File: config.mk
export PLATFORM = sky130hd
export DESIGN_NAME = wb_arbiter2_flat
export DESIGN_NICKNAME = d
export VERILOG_FILES = /design/src/rtl/wb_pkg.sv /design/src/rtl/if_wb.sv /design/src/rtl/wb_watchdog.sv /design/src/rtl/wb_arbiter2.sv /design/src/flat_wrapper.sv
export SDC_FILE = /design/constraint.sdc
export NUM_CORES = 1
export LEC_CHECK = 0
export CAP_MARGIN = 40
export CORE_AREA = 3 3 113 115
export CTS_CLUSTER_DIAMETER = 30
export CTS_CLUSTER_SIZE = 16
export DETAILED_ROUTE_END_ITERATION = 10
export DIE_AREA = 0 0 116 118
export HOLD_SLACK_MARGIN = 0.1
export SLEW_MARGIN = 20
export SYNTH_ARGS = -nofsm -noshare
export SYNTH_HDL_FRONTEND = slang
export SYNTH_SLANG_ARGS = --single-unit
File: constraint.sdc
create_clock -name clk_i -period 2.4 [get_ports clk_i]
set_input_delay 0.48 -clock clk_i [delete_from_list [all_inputs] [get_ports clk_i]]
set_output_delay 0.48 -clock clk_i [all_outputs]
set_load 0.02 [all_outputs]
File: src/rtl/wb_pkg.sv
// Shared Wishbone arbiter types and constants.
package wb_pkg;

  typedef enum logic [1:0] {
    IDLE = 2'd0,
    OWN0 = 2'd1,
    OWN1 = 2'd2
  } arb_state_t;

  localparam logic [31:0] WB_TIMEOUT_DATA = 32'hFFFF_FFFF;

endpackage

File: src/rtl/if_wb.sv
// Classic Wishbone bus bundle: 32-bit data, 4 byte selects, parameterised address.
interface if_wb #(
  parameter int unsigned AWIDTH = 25
);

  logic              cyc;
  logic              stb;
  logic              we;
  logic [3:0]        sel;
  logic [AWIDTH-1:0] adr;
  logic [31:0]       dat_o;
  logic [31:0]       dat_i;
  logic              ack;

  modport master (
    output cyc, stb, we, sel, adr, dat_o,
    input  dat_i, ack
  );

  modport slave (
    input  cyc, stb, we, sel, adr, dat_o,
    output dat_i, ack
  );

endinterface

File: src/rtl/wb_watchdog.sv
// Stall watchdog: counts consecutive stalled strobe cycles and flags when TIMEOUT is reached.
module wb_watchdog #(
  parameter int unsigned TIMEOUT = 1023
) (
  input  logic i_clk,
  input  logic i_rst,
  input  logic i_stall,
  output logic o_fire
);

  localparam int unsigned CW = $clog2(TIMEOUT + 1);

  logic [CW-1:0] r_count;

  assign o_fire = (r_count == CW'(TIMEOUT));

  always_ff @(posedge i_clk or posedge i_rst) begin
    if (i_rst) begin
      r_count <= '0;
    end else if (o_fire || !i_stall) begin
      r_count <= '0;
    end else begin
      r_count <= r_count + CW'(1);
    end
  end

endmodule

File: src/rtl/wb_arbiter2.sv
// Two-master round-robin Wishbone arbiter with whole-cycle bus lock and stall watchdog.
module wb_arbiter2
  import wb_pkg::*;
#(
  parameter int unsigned AWIDTH  = 25,
  parameter int unsigned TIMEOUT = 1023
) (
  input  logic        clk_i,
  input  logic        rst_i,
  if_wb.slave         m0,
  if_wb.slave         m1,
  if_wb.master        sbus,
  output logic        timeout_o,
  output logic [1:0]  grant_o
);

  arb_state_t        r_state;
  arb_state_t        w_next;
  logic              r_last_owner;
  logic              r_timeout;
  logic              w_stall;
  logic              w_wd_fire;
  logic              w_fire;
  logic [AWIDTH-1:0] w_adr;

  wb_watchdog #(
    .TIMEOUT (TIMEOUT)
  ) u_watchdog (
    .i_clk   (clk_i),
    .i_rst   (rst_i),
    .i_stall (w_stall),
    .o_fire  (w_wd_fire)
  );

  // The counter can sit at TIMEOUT for one IDLE cycle after a release, so gate by ownership.
  assign w_fire    = w_wd_fire && (r_state != IDLE);
  assign timeout_o = r_timeout;
  assign sbus.adr  = w_adr;

  always_comb begin
    w_stall = 1'b0;
    case (r_state)
      OWN0:    w_stall = m0.stb && !sbus.ack;
      OWN1:    w_stall = m1.stb && !sbus.ack;
      default: w_stall = 1'b0;
    endcase
  end

  always_ff @(posedge clk_i or posedge rst_i) begin
    if (rst_i) begin
      r_state      <= IDLE;
      r_last_owner <= 1'b1;
      r_timeout    <= 1'b0;
    end else begin
      r_state <= w_next;
      if (r_state == OWN0 && !m0.cyc) r_last_owner <= 1'b0;
      if (r_state == OWN1 && !m1.cyc) r_last_owner <= 1'b1;
      if (w_fire)                     r_timeout    <= 1'b1;
    end
  end

  always_comb begin
    w_next = r_state;
    case (r_state)
      IDLE: begin
        if (m0.cyc && m1.cyc) w_next = r_last_owner ? OWN0 : OWN1;
        else if (m0.cyc)      w_next = OWN0;
        else if (m1.cyc)      w_next = OWN1;
      end
      OWN0:    if (!m0.cyc) w_next = IDLE;
      OWN1:    if (!m1.cyc) w_next = IDLE;
      default: w_next = IDLE;
    endcase
  end

  always_comb begin
    grant_o    = 2'b00;
    sbus.cyc   = 1'b0;
    sbus.stb   = 1'b0;
    sbus.we    = 1'b0;
    sbus.sel   = '0;
    w_adr      = '0;
    sbus.dat_o = '0;
    m0.ack     = 1'b0;
    m0.dat_i   = '0;
    m1.ack     = 1'b0;
    m1.dat_i   = '0;
    case (r_state)
      OWN0: begin
        grant_o    = 2'b01;
        sbus.cyc   = m0.cyc;
        sbus.stb   = m0.stb && !w_fire;
        sbus.we    = m0.we;
        sbus.sel   = m0.sel;
        w_adr      = m0.adr;
        sbus.dat_o = m0.dat_o;
        m0.ack     = sbus.ack || w_fire;
        m0.dat_i   = w_fire ? WB_TIMEOUT_DATA : sbus.dat_i;
      end
      OWN1: begin
        grant_o    = 2'b10;
        sbus.cyc   = m1.cyc;
        sbus.stb   = m1.stb && !w_fire;
        sbus.we    = m1.we;
        sbus.sel   = m1.sel;
        w_adr      = m1.adr;
        sbus.dat_o = m1.dat_o;
        m1.ack     = sbus.ack || w_fire;
        m1.dat_i   = w_fire ? WB_TIMEOUT_DATA : sbus.dat_i;
      end
      default: ;
    endcase
  end

endmodule

File: src/flat_wrapper.sv
// flat-port wrapper written by rule: the top's interface ports become plain ports
module wb_arbiter2_flat import wb_pkg::*;
#(
  parameter int unsigned AWIDTH  = 25,
  parameter int unsigned TIMEOUT = 1023
)
  (clk_i, rst_i, timeout_o, grant_o, m0_cyc, m0_stb, m0_we, m0_sel, m0_adr, m0_dat_o, m0_dat_i, m0_ack, m1_cyc, m1_stb, m1_we, m1_sel, m1_adr, m1_dat_o, m1_dat_i, m1_ack, sbus_cyc, sbus_stb, sbus_we, sbus_sel, sbus_adr, sbus_dat_o, sbus_dat_i, sbus_ack);
  if_wb #(.AWIDTH(AWIDTH)) m0_i ();
  if_wb #(.AWIDTH(AWIDTH)) m1_i ();
  if_wb #(.AWIDTH(AWIDTH)) sbus_i ();
  input  logic clk_i;
  input  logic rst_i;
  output logic timeout_o;
  output logic [1:0] grant_o;
  input wire logic [$bits(m0_i.cyc)-1:0] m0_cyc;
  input wire logic [$bits(m0_i.stb)-1:0] m0_stb;
  input wire logic [$bits(m0_i.we)-1:0] m0_we;
  input wire logic [$bits(m0_i.sel)-1:0] m0_sel;
  input wire logic [$bits(m0_i.adr)-1:0] m0_adr;
  input wire logic [$bits(m0_i.dat_o)-1:0] m0_dat_o;
  output wire logic [$bits(m0_i.dat_i)-1:0] m0_dat_i;
  output wire logic [$bits(m0_i.ack)-1:0] m0_ack;
  input wire logic [$bits(m1_i.cyc)-1:0] m1_cyc;
  input wire logic [$bits(m1_i.stb)-1:0] m1_stb;
  input wire logic [$bits(m1_i.we)-1:0] m1_we;
  input wire logic [$bits(m1_i.sel)-1:0] m1_sel;
  input wire logic [$bits(m1_i.adr)-1:0] m1_adr;
  input wire logic [$bits(m1_i.dat_o)-1:0] m1_dat_o;
  output wire logic [$bits(m1_i.dat_i)-1:0] m1_dat_i;
  output wire logic [$bits(m1_i.ack)-1:0] m1_ack;
  output wire logic [$bits(sbus_i.cyc)-1:0] sbus_cyc;
  output wire logic [$bits(sbus_i.stb)-1:0] sbus_stb;
  output wire logic [$bits(sbus_i.we)-1:0] sbus_we;
  output wire logic [$bits(sbus_i.sel)-1:0] sbus_sel;
  output wire logic [$bits(sbus_i.adr)-1:0] sbus_adr;
  output wire logic [$bits(sbus_i.dat_o)-1:0] sbus_dat_o;
  input wire logic [$bits(sbus_i.dat_i)-1:0] sbus_dat_i;
  input wire logic [$bits(sbus_i.ack)-1:0] sbus_ack;
  assign m0_i.cyc = m0_cyc;
  assign m0_i.stb = m0_stb;
  assign m0_i.we = m0_we;
  assign m0_i.sel = m0_sel;
  assign m0_i.adr = m0_adr;
  assign m0_i.dat_o = m0_dat_o;
  assign m0_dat_i = m0_i.dat_i;
  assign m0_ack = m0_i.ack;
  assign m1_i.cyc = m1_cyc;
  assign m1_i.stb = m1_stb;
  assign m1_i.we = m1_we;
  assign m1_i.sel = m1_sel;
  assign m1_i.adr = m1_adr;
  assign m1_i.dat_o = m1_dat_o;
  assign m1_dat_i = m1_i.dat_i;
  assign m1_ack = m1_i.ack;
  assign sbus_cyc = sbus_i.cyc;
  assign sbus_stb = sbus_i.stb;
  assign sbus_we = sbus_i.we;
  assign sbus_sel = sbus_i.sel;
  assign sbus_adr = sbus_i.adr;
  assign sbus_dat_o = sbus_i.dat_o;
  assign sbus_i.dat_i = sbus_dat_i;
  assign sbus_i.ack = sbus_ack;
  wb_arbiter2 #(.AWIDTH(AWIDTH), .TIMEOUT(TIMEOUT)) u_core (.clk_i(clk_i), .rst_i(rst_i), .m0(m0_i), .m1(m1_i), .sbus(sbus_i), .timeout_o(timeout_o), .grant_o(grant_o));
endmodule
==> images/port_trees.png <==
Scale bar: 20 µm.
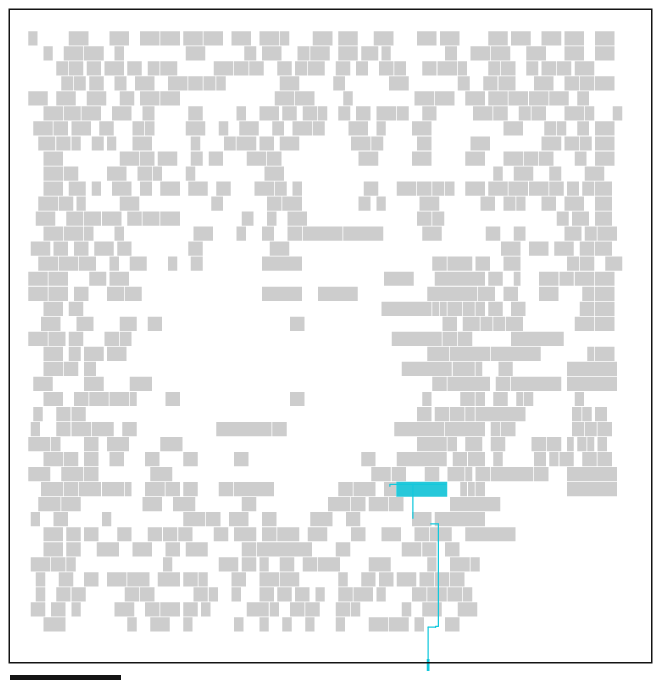
Key: cyan = `timeout_o` [direction output, edge bottom, end cells 1, buffers 1, wire 44.5 µm]

==> images/class_map.png <==
Fill, decap, tap and diode cells in grey.
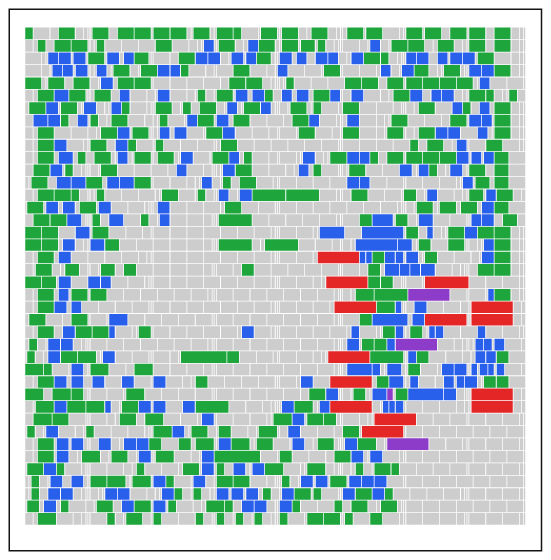
Key: red = registers [cells 14]; green = remaining buffers and delay cells [cells 335]; blue = remaining logic cells [cells 250]; purple = clock drivers and dummy loads [cells 4]

==> COMMIT_EDITMSG <==
Update PnR metrics after Yosys + OpenROAD run

- Per the OpenROAD floorplan log, the height of the die is between 100 and 150 µm.
- Before any placement, the netlist area is recorded as 2266 µm².
- Leakage dissipation: 0.002320 µW
* Hold violation count in the final report: 0
- The flow inserted roughly 150 tap cells.
* Antenna Nets Post-Route: 0
* Placed inst area: 5623 µm²
* Horizontal die dimension: 116 µm
* Largest type area fraction: 0.2187
- Global-route wire length before repair: 20150 µm
* Req. time, crit path: ~1.9 ns
- TritonCTS built the clock tree.
- Met2 track demand over resource: 0.3309
- The final timing summary puts the cycle share of the worst path at 0.9648.
- Max reg flops: 10
* Launching point of the worst reg2reg path: u_core.r_state[0]
- Effective utilization at floorplan: 0.1902
- The data arrival time reported for the critical path is 1.84 ns.
- The worst setup path is captured at a primary output.
* CP Launch Type: flip-flop
- Seq/total area: 0.06386
* Maximum fanout encountered on the critical timing path: 39
* Most frequent cells after synthesis: sky130_fd_sc_hd__o21a_1, sky130_fd_sc_hd__a22oi_1, sky130_fd_sc_hd__nor2b_1, sky130_fd_sc_hd__clkbuf_1, sky130_fd_sc_hd__dfrtp_1
* MI comb area: about 1800 µm²
* Routed len/inst: 17.61 µm
* Part of the total power dissipated in combinational logic: 0.863
- Pre-CTS worst setup slack: -0.1424 ns
- The final layout report lists a non-clock buffer count of 335.
- Endpoint of the worst setup timing path: sbus_adr[12]
- Detailed routing inserted a total of 3501 vias.
- Number of diodes added for antenna fixing: 0
* Number of H-tree levels: 1
- Dominant logic cell types in the final layout: sky130_fd_sc_hd__clkdlybuf4s50_1, sky130_fd_sc_hd__o21a_1, sky130_fd_sc_hd__a22oi_1
* Cell area leaders: sky130_fd_sc_hd__o21a_1, sky130_fd_sc_hd__a22oi_1, sky130_fd_sc_hd__nor2b_1
* Number of buffers added to fix hold violations after cts: 0
- Latency at later pin: 0.24 ns
* DR iter-0 viols: 162
- R2R cell count: 7
* Worst hold slack: 0.4776 ns
- In this run, post-CTS repair resized a total of between 300 and 400 instances.
- Setup repair after global routing could not meet its margin everywhere.
* Clock root buffer: sky130_fd_sc_hd__clkbuf_16
- Highest-power group: combinational logic
- Vias per inst: 4.668
- Per the synthesis report, the adder-cell share of the synthesized area is 0.02761.
- Number of instances in the synthesized netlist: around 300
* Area delta synth->final: 143.0%
- Status: complete, no violations
* Layout cells sized above 1: 0.2703
- Detailed-routed wire length on met3: 839 µm
- The flow reported a cell area power density of 805.6 nW/µm².
- Per report_power, the Sequential row totals 287 µW.
- Ranked by total area, the top cell class in this layout is buffers.
- Total of fill cells in the finished design: 1192
- The power report puts the net switching power at ~2200 µW.
- Family of cells with the greatest summed delay on the critical path: buffers and inverters
- Met3 GRT Util: 0.03805
- After layout, the design draws a total of about 4400 µW.
* Clock distribution power: between 300 and 400 µW
* PortBufs: 295
- Final-report max-slew violation count: 0
* Synthesized area divided by synthesized cell count: 7.553 µm²
* Summed area of non-filler cells in the final layout: 5505 µm²
- XOR/XNOR Fraction of Synth Area: 0.01160
- Tightest Hold Check Type: reg2reg
==> images/route_heat.png <==
The die is cut into 23 by 24 equal tiles; dark blue is low, red is high, scaled to the fullest tile. Values are wire area over tile area, all layers added.
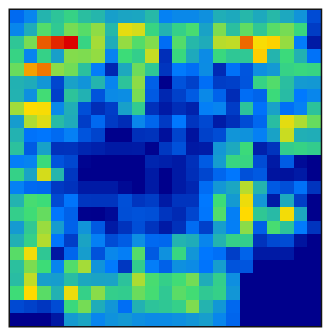
The densest ninth of the die: upper left. 11% of the tiles are nearly empty. 16% of the tiles are over half the peak.

Power figures rest on the tool's default switching activity, not on a simulated workload.
